### src/rtl/cc_pkg.sv
// Shared types and geometry helpers for the direct-mapped cache controller.
package cc_pkg;

    // Controller FSM encoding; values are visible on the debug state output.
    typedef enum logic [1:0] {
        IDLE    = 2'd0,
        RD_MISS = 2'd1,
        WR_BUS  = 2'd2
    } cc_state_e;

    // Tag width left over once the index bits are taken from the address.
    function automatic int cc_tag_w(input int addr_w, input int index_w);
        return addr_w - index_w;
    endfunction

    // Number of lines held by the array.
    function automatic int cc_lines(input int index_w);
        return 1 << index_w;
    endfunction

endpackage

### src/rtl/cc_line_array.sv
// Tag/valid/data register file for the direct-mapped cache.
// Two async read ports (lookup and snoop), one sync write port, and a
// valid-clear port for snoop invalidation that overrides a same-line write.
module cc_line_array
    import cc_pkg::*;
#(
    parameter int INDEX_W = 3,
    parameter int TAG_W   = 5,
    parameter int DATA_W  = 8
) (
    input  logic              CC_clk,
    input  logic              rst,
    // lookup read port
    input  logic [INDEX_W-1:0] i_rd_idx,
    output logic [TAG_W-1:0]   o_rd_tag,
    output logic               o_rd_valid,
    output logic [DATA_W-1:0]  o_rd_data,
    // snoop read port
    input  logic [INDEX_W-1:0] i_snp_idx,
    output logic [TAG_W-1:0]   o_snp_tag,
    output logic               o_snp_valid,
    // write port
    input  logic               i_we,
    input  logic [INDEX_W-1:0] i_wr_idx,
    input  logic [TAG_W-1:0]   i_wr_tag,
    input  logic [DATA_W-1:0]  i_wr_data,
    input  logic               i_wr_valid,
    // valid-clear port
    input  logic               i_clr,
    input  logic [INDEX_W-1:0] i_clr_idx
);

    localparam int LINES = cc_lines(INDEX_W);

    logic [TAG_W-1:0]  r_tag  [LINES];
    logic [DATA_W-1:0] r_data [LINES];
    logic [LINES-1:0]  r_valid;

    assign o_rd_tag    = r_tag[i_rd_idx];
    assign o_rd_valid  = r_valid[i_rd_idx];
    assign o_rd_data   = r_data[i_rd_idx];
    assign o_snp_tag   = r_tag[i_snp_idx];
    assign o_snp_valid = r_valid[i_snp_idx];

    // Array update: write first, clear last so an invalidate wins on the same line.
    always_ff @(posedge CC_clk) begin
        if (rst) begin
            r_valid <= '0;
            for (int i = 0; i < LINES; i++) begin
                r_tag[i]  <= '0;
                r_data[i] <= '0;
            end
        end else begin
            if (i_we) begin
                r_tag[i_wr_idx]   <= i_wr_tag;
                r_data[i_wr_idx]  <= i_wr_data;
                r_valid[i_wr_idx] <= i_wr_valid;
            end
            if (i_clr) begin
                r_valid[i_clr_idx] <= 1'b0;
            end
        end
    end

endmodule

### src/rtl/dm_cache_ctrl.sv
// Direct-mapped, write-through cache controller with snoop invalidation,
// selectable write-allocate, and saturating hit/miss counters.
//
// Handshake: a request is accepted on the cycle start=1 while cache_busy=0.
// Read hits complete the next cycle (done pulse, no bus use). Everything else
// raises bus_access until the arbitrator pulses finish, then pulses done.
module dm_cache_ctrl
    import cc_pkg::*;
#(
    parameter int ADDR_W         = 8,
    parameter int DATA_W         = 8,
    parameter int INDEX_W        = 3,
    parameter bit WRITE_ALLOCATE = 1'b1,
    parameter int CNT_W          = 16
) (
    input  logic              CC_clk,
    input  logic              rst,
    input  logic              start,
    input  logic              read_operation,
    input  logic [ADDR_W-1:0] address,
    input  logic [DATA_W-1:0] write_data,
    output logic [DATA_W-1:0] read_data,
    output logic              done,
    output logic              hit,
    output logic              miss,
    output logic              cache_busy,
    output logic              bus_access,
    output logic              write_opn_to_bus,
    output logic [ADDR_W-1:0] bus_addr,
    output logic [DATA_W-1:0] bus_wdata,
    input  logic [DATA_W-1:0] bus_rdata,
    input  logic              finish,
    input  logic              flag_snoop,
    input  logic [ADDR_W-1:0] snoop_address,
    output logic              snoop_hit,
    output logic [CNT_W-1:0]  hit_count,
    output logic [CNT_W-1:0]  miss_count,
    output logic [1:0]        o_dbg_state
);

    localparam int TAG_W = cc_tag_w(ADDR_W, INDEX_W);
    localparam logic [CNT_W-1:0] CNT_MAX = '1;

    cc_state_e         r_state;
    logic [ADDR_W-1:0] r_addr;
    logic [DATA_W-1:0] r_wdata;
    logic [DATA_W-1:0] r_read_data;
    logic              r_done;
    logic              r_hit;
    logic              r_miss;
    logic              r_busy;
    logic              r_bus_access;
    logic              r_wr_op;
    logic              r_poison;
    logic              r_snoop_hit;
    logic [CNT_W-1:0]  r_hit_count;
    logic [CNT_W-1:0]  r_miss_count;

    logic [INDEX_W-1:0] w_idx;
    logic [TAG_W-1:0]   w_tag;
    logic [INDEX_W-1:0] w_sidx;
    logic [TAG_W-1:0]   w_stag;
    logic [TAG_W-1:0]   w_rd_tag;
    logic               w_rd_valid;
    logic [DATA_W-1:0]  w_rd_data;
    logic [TAG_W-1:0]   w_snp_tag;
    logic               w_snp_valid;
    logic               w_snoop_inv;
    logic               w_hit;
    logic               w_accept;
    logic               w_snoop_latched;
    logic               w_fill;
    logic               w_alloc;
    logic               w_we;
    logic [INDEX_W-1:0] w_wr_idx;
    logic [TAG_W-1:0]   w_wr_tag;
    logic [DATA_W-1:0]  w_wr_data;
    logic               w_wr_valid;

    assign w_idx  = address[INDEX_W-1:0];
    assign w_tag  = address[ADDR_W-1:INDEX_W];
    assign w_sidx = snoop_address[INDEX_W-1:0];
    assign w_stag = snoop_address[ADDR_W-1:INDEX_W];

    // A snoop only invalidates a line that is actually present.
    assign w_snoop_inv = flag_snoop && w_snp_valid && (w_snp_tag == w_stag);

    // The lookup sees the line as already invalidated by a same-cycle snoop.
    assign w_hit = w_rd_valid && (w_rd_tag == w_tag) &&
                   !(w_snoop_inv && (w_sidx == w_idx));

    assign w_accept = (r_state == IDLE) && start;

    // Snoop against the outstanding miss address, whether or not the line is valid.
    assign w_snoop_latched = flag_snoop && (snoop_address == r_addr);

    assign w_fill  = (r_state == RD_MISS) && finish;
    assign w_alloc = w_accept && !read_operation && (w_hit || WRITE_ALLOCATE);
    assign w_we    = !rst && (w_fill || w_alloc);

    // Fill and allocate come from different states, so they never collide.
    assign w_wr_idx   = w_fill ? r_addr[INDEX_W-1:0]      : w_idx;
    assign w_wr_tag   = w_fill ? r_addr[ADDR_W-1:INDEX_W] : w_tag;
    assign w_wr_data  = w_fill ? bus_rdata                : write_data;
    assign w_wr_valid = w_fill ? !(r_poison || w_snoop_latched) : 1'b1;

    cc_line_array #(
        .INDEX_W (INDEX_W),
        .TAG_W   (TAG_W),
        .DATA_W  (DATA_W)
    ) u_lines (
        .CC_clk      (CC_clk),
        .rst         (rst),
        .i_rd_idx    (w_idx),
        .o_rd_tag    (w_rd_tag),
        .o_rd_valid  (w_rd_valid),
        .o_rd_data   (w_rd_data),
        .i_snp_idx   (w_sidx),
        .o_snp_tag   (w_snp_tag),
        .o_snp_valid (w_snp_valid),
        .i_we        (w_we),
        .i_wr_idx    (w_wr_idx),
        .i_wr_tag    (w_wr_tag),
        .i_wr_data   (w_wr_data),
        .i_wr_valid  (w_wr_valid),
        .i_clr       (w_snoop_inv && !rst),
        .i_clr_idx   (w_sidx)
    );

    // Request FSM with registered handshake and bus outputs.
    always_ff @(posedge CC_clk) begin
        if (rst) begin
            r_state      <= IDLE;
            r_addr       <= '0;
            r_wdata      <= '0;
            r_read_data  <= '0;
            r_done       <= 1'b0;
            r_hit        <= 1'b0;
            r_miss       <= 1'b0;
            r_busy       <= 1'b0;
            r_bus_access <= 1'b0;
            r_wr_op      <= 1'b0;
            r_poison     <= 1'b0;
        end else begin
            r_done <= 1'b0;
            case (r_state)
                IDLE: begin
                    r_poison <= 1'b0;
                    if (start) begin
                        r_hit  <= w_hit;
                        r_miss <= !w_hit;
                        if (read_operation && w_hit) begin
                            r_read_data <= w_rd_data;
                            r_done      <= 1'b1;
                        end else if (read_operation) begin
                            r_addr       <= address;
                            r_busy       <= 1'b1;
                            r_bus_access <= 1'b1;
                            r_wr_op      <= 1'b0;
                            r_state      <= RD_MISS;
                        end else begin
                            r_addr       <= address;
                            r_wdata      <= write_data;
                            r_busy       <= 1'b1;
                            r_bus_access <= 1'b1;
                            r_wr_op      <= 1'b1;
                            r_state      <= WR_BUS;
                        end
                    end
                end
                RD_MISS: begin
                    if (w_snoop_latched) begin
                        r_poison <= 1'b1;
                    end
                    if (finish) begin
                        r_read_data  <= bus_rdata;
                        r_done       <= 1'b1;
                        r_busy       <= 1'b0;
                        r_bus_access <= 1'b0;
                        r_poison     <= 1'b0;
                        r_state      <= IDLE;
                    end
                end
                WR_BUS: begin
                    if (finish) begin
                        r_done       <= 1'b1;
                        r_busy       <= 1'b0;
                        r_bus_access <= 1'b0;
                        r_state      <= IDLE;
                    end
                end
                default: begin
                    r_state <= IDLE;
                end
            endcase
        end
    end

    // Saturating hit/miss statistics, one step per accepted request.
    always_ff @(posedge CC_clk) begin
        if (rst) begin
            r_hit_count  <= '0;
            r_miss_count <= '0;
        end else if (w_accept) begin
            if (w_hit && (r_hit_count != CNT_MAX)) begin
                r_hit_count <= r_hit_count + CNT_W'(1);
            end
            if (!w_hit && (r_miss_count != CNT_MAX)) begin
                r_miss_count <= r_miss_count + CNT_W'(1);
            end
        end
    end

    // Report a snoop that removed a valid line, one cycle later.
    always_ff @(posedge CC_clk) begin
        if (rst) begin
            r_snoop_hit <= 1'b0;
        end else begin
            r_snoop_hit <= w_snoop_inv;
        end
    end

    assign read_data        = r_read_data;
    assign done             = r_done;
    assign hit              = r_hit;
    assign miss             = r_miss;
    assign cache_busy       = r_busy;
    assign bus_access       = r_bus_access;
    assign write_opn_to_bus = r_wr_op;
    assign bus_addr         = r_addr;
    assign bus_wdata        = r_wdata;
    assign snoop_hit        = r_snoop_hit;
    assign hit_count        = r_hit_count;
    assign miss_count       = r_miss_count;
    assign o_dbg_state      = r_state;

endmodule

### config.mk
export PLATFORM = sky130hd
export DESIGN_NAME = dm_cache_ctrl
export DESIGN_NICKNAME = d
export VERILOG_FILES = /design/src/rtl/cc_pkg.sv /design/src/rtl/cc_line_array.sv /design/src/rtl/dm_cache_ctrl.sv
export SDC_FILE = /design/constraint.sdc
export NUM_CORES = 1
export LEC_CHECK = 0
export CAP_MARGIN = 20
export CORE_MARGIN = 3
export CORE_UTILIZATION = 57
export CTS_BUF_LIST = sky130_fd_sc_hd__clkbuf_16
export CTS_CLUSTER_SIZE = 24
export DETAILED_ROUTE_END_ITERATION = 6
export PLACE_DENSITY = 0.86
export SLEW_MARGIN = 0
export SYNTH_ARGS = -nofsm -noshare
export SYNTH_HDL_FRONTEND = slang
export SYNTH_SLANG_ARGS = --single-unit
### constraint.sdc
create_clock -name CC_clk -period 4.7 [get_ports CC_clk]
set_input_delay 1.41 -clock CC_clk [delete_from_list [all_inputs] [get_ports CC_clk]]
set_output_delay 1.41 -clock CC_clk [all_outputs]
set_load 0.01 [all_outputs]
Figure 1. Signal wires by layer (run 1).
Scale bar: 50 um.
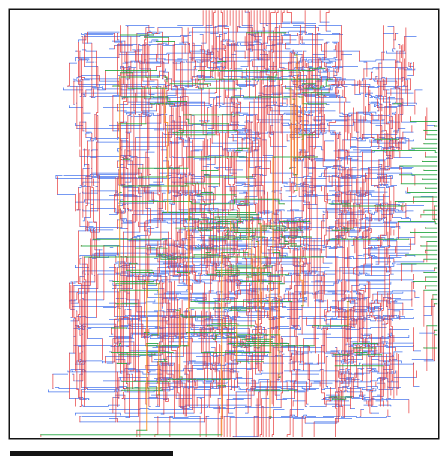
Red stands for M2, wire length 11500 um. Green stands for M3, wire length 1850 um. Orange stands for M4, wire length 661 um. Blue stands for M1, wire length 9040 um.
global-route total usage across every layer: 27.47%
average routed wire per standard cell: 20.13 um
wirelength, routed: 23050 um

Figure 2. Cell classes on the final placement (run 1).
Scale bar: 50 um. Fill, decap, tap and diode cells in grey.
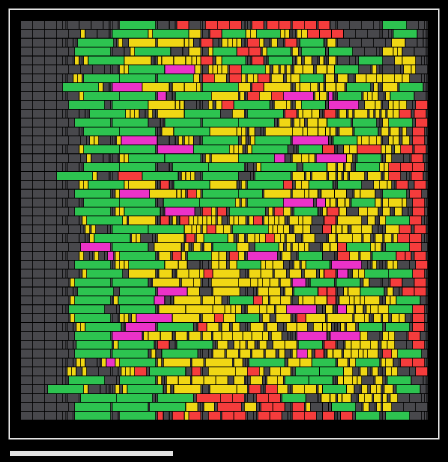
Red stands for remaining buffers and delay cells, cells 134, share of their area 12%. Green stands for sequential cells, cells 177, share of their area 43%. Magenta stands for clock drivers and dummy loads, cells 32, share of their area 6.0%. Yellow stands for remaining logic cells, cells 591, share of their area 38%.
fraction of area in registers: 42.24%
final std cell area, no fill: 0.01085 sq mm
# rows: 45
total core area: 0.01526 sq mm
core utilization of the finished layout: 71.13%

Figure 3. Signal wires on met4 (run 1).
Scale bar: 50 um.
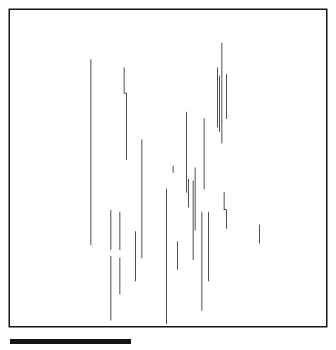
20 nets have wire on it. The wires run mostly vertical. The layer holds 2.9% of the routed length. The layer carries 661 um of wire.
via count of the routed design: 7096

Figure 4. Gate-type map (run 1).
Scale bar: 50 um.
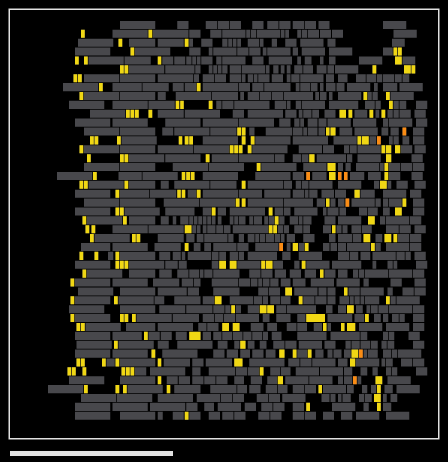
Yellow stands for nor cells, cells 185, where all over the die. Orange stands for inv cells, cells 9.
most common library cell in the layout ignoring fill and taps: sky130_fd_sc_hd__nor2_1
post-layout instance count excluding filler cells: 1145
proportion of cell area occupied by multi-input gates: 37.21%

-- run 1: per-stage QoR --
stage | setup slack [ns] | instance area, sq um | std cells | utilization (%)
after floorplan | 0.6928 | 8914 | 824 | -
after global placement | 0.1549 | 10220 | 1113 | 66.99
after detailed placement | 0.03900 | 10220 | 1113 | 66.99
after CTS | 0.4693 | 10850 | 1145 | 71.13
after global routing | 0.1908 | 10850 | 1145 | 71.13
final | 0.4014 | 10850 | 1145 | 71.13
-- run 1: tightest hold or removal path, delay by kind of cell (launching register included) --
kind / cells / cell delay, ns
compound gates: 1 / 0.05
flops: 1 / 0.31
simple gates: 1 / 0.05
==> impl_summary.log <==
[report] implementation figures
INFO  metric yosysWarningCount = 0
INFO  metric netlist_instances = a little over 800
INFO  metric timing_max_transition_violations_final = 0
INFO  metric yosys-dominant-comb-family = simple AND/OR/NAND/NOR gates
INFO  metric finalCriticalPeriod = between 4 and 5 ns
INFO  metric m1WireLength = 9044 um
INFO  metric groute.layer.met1.usage = 36.49%
INFO  metric number_of_warning_messages_in_the_logs = 28
INFO  metric layout_top_registers = u_lines.r_data: 64 flops, u_lines.r_tag: 40 flops
INFO  metric switchingPower = between 1000 and 1500 uW
INFO  metric clock_tree_root_buffer_cell = sky130_fd_sc_hd__clkbuf_16
INFO  metric ctsHoldBuffers = 0
INFO  metric worst-setup-path-type = primary input to register
INFO  metric rsz_0062_raised_after_global_routing = false
INFO  metric finalSetupViolations = 0
INFO  metric area_share_clock_buf_inv = ~5.8%
INFO  metric area_reported_by_yosys_stat = 0.008914 sq mm
INFO  metric die-area = 0.01717 sq mm
INFO  metric signal_buffers = roughly 130
INFO  metric worst_skew_pair.late_latency = 0.43 ns
INFO  metric r2r-start = o_dbg_state[1]
INFO  metric initial_core_util = about three fifths
INFO  metric worst_path_max_delay_cell = sky130_fd_sc_hd__clkdlybuf4s50_1
INFO  metric topCellsByArea = sky130_fd_sc_hd__edfxtp_1 35%, sky130_fd_sc_hd__dfxtp_1 16%, sky130_fd_sc_hd__mux4_2 8.1%
INFO  metric status = finished clean
INFO  metric maximum_number_of_pins_on_one_net_before_global_route_repair = around 67
INFO  metric ys_dominant_reg_cell = sky130_fd_sc_hd__edfxtp_1
INFO  metric min_path_cells = 2
INFO  metric detail-route-antenna-nets = 0
INFO  metric final.clkbuf_count = 17
INFO  metric path_cells = clkdlybuf4s50_1, buf_4, a41o_1, o41ai_1, a21oi_2, nand4_2, buf_4, nand4_1, nand4_1, o211ai_1
INFO  metric path_depth = 10
INFO  metric hold_class = register to register
INFO  metric htree_num_levels = 4
INFO  metric top_register = u_lines.r_data
INFO  metric signed_area_change_from_the_synthesized_netlist_to_the_final_layout = 21.76%
INFO  metric worst_hold_path.endpoint = hit
INFO  metric largest_class = registers
INFO  metric largest_register_ffs = about 64
INFO  metric groute.layer.met2.usage = roughly 45%
INFO  metric top_signal_layer_used = met4
INFO  metric tritoncts_clock_tree = yes
INFO  metric weighted_congestion_reported_at_the_end_of_routability_driven_placement = approximately 0.9
INFO  metric power.share.clock = 38.8%
INFO  metric dp.final_hpwl = approximately 16000 um
INFO  metric number_of_well_taps = ~210
INFO  metric grt_busiest_layer = met2
INFO  metric xor_area_share = between 2 and 2.5%
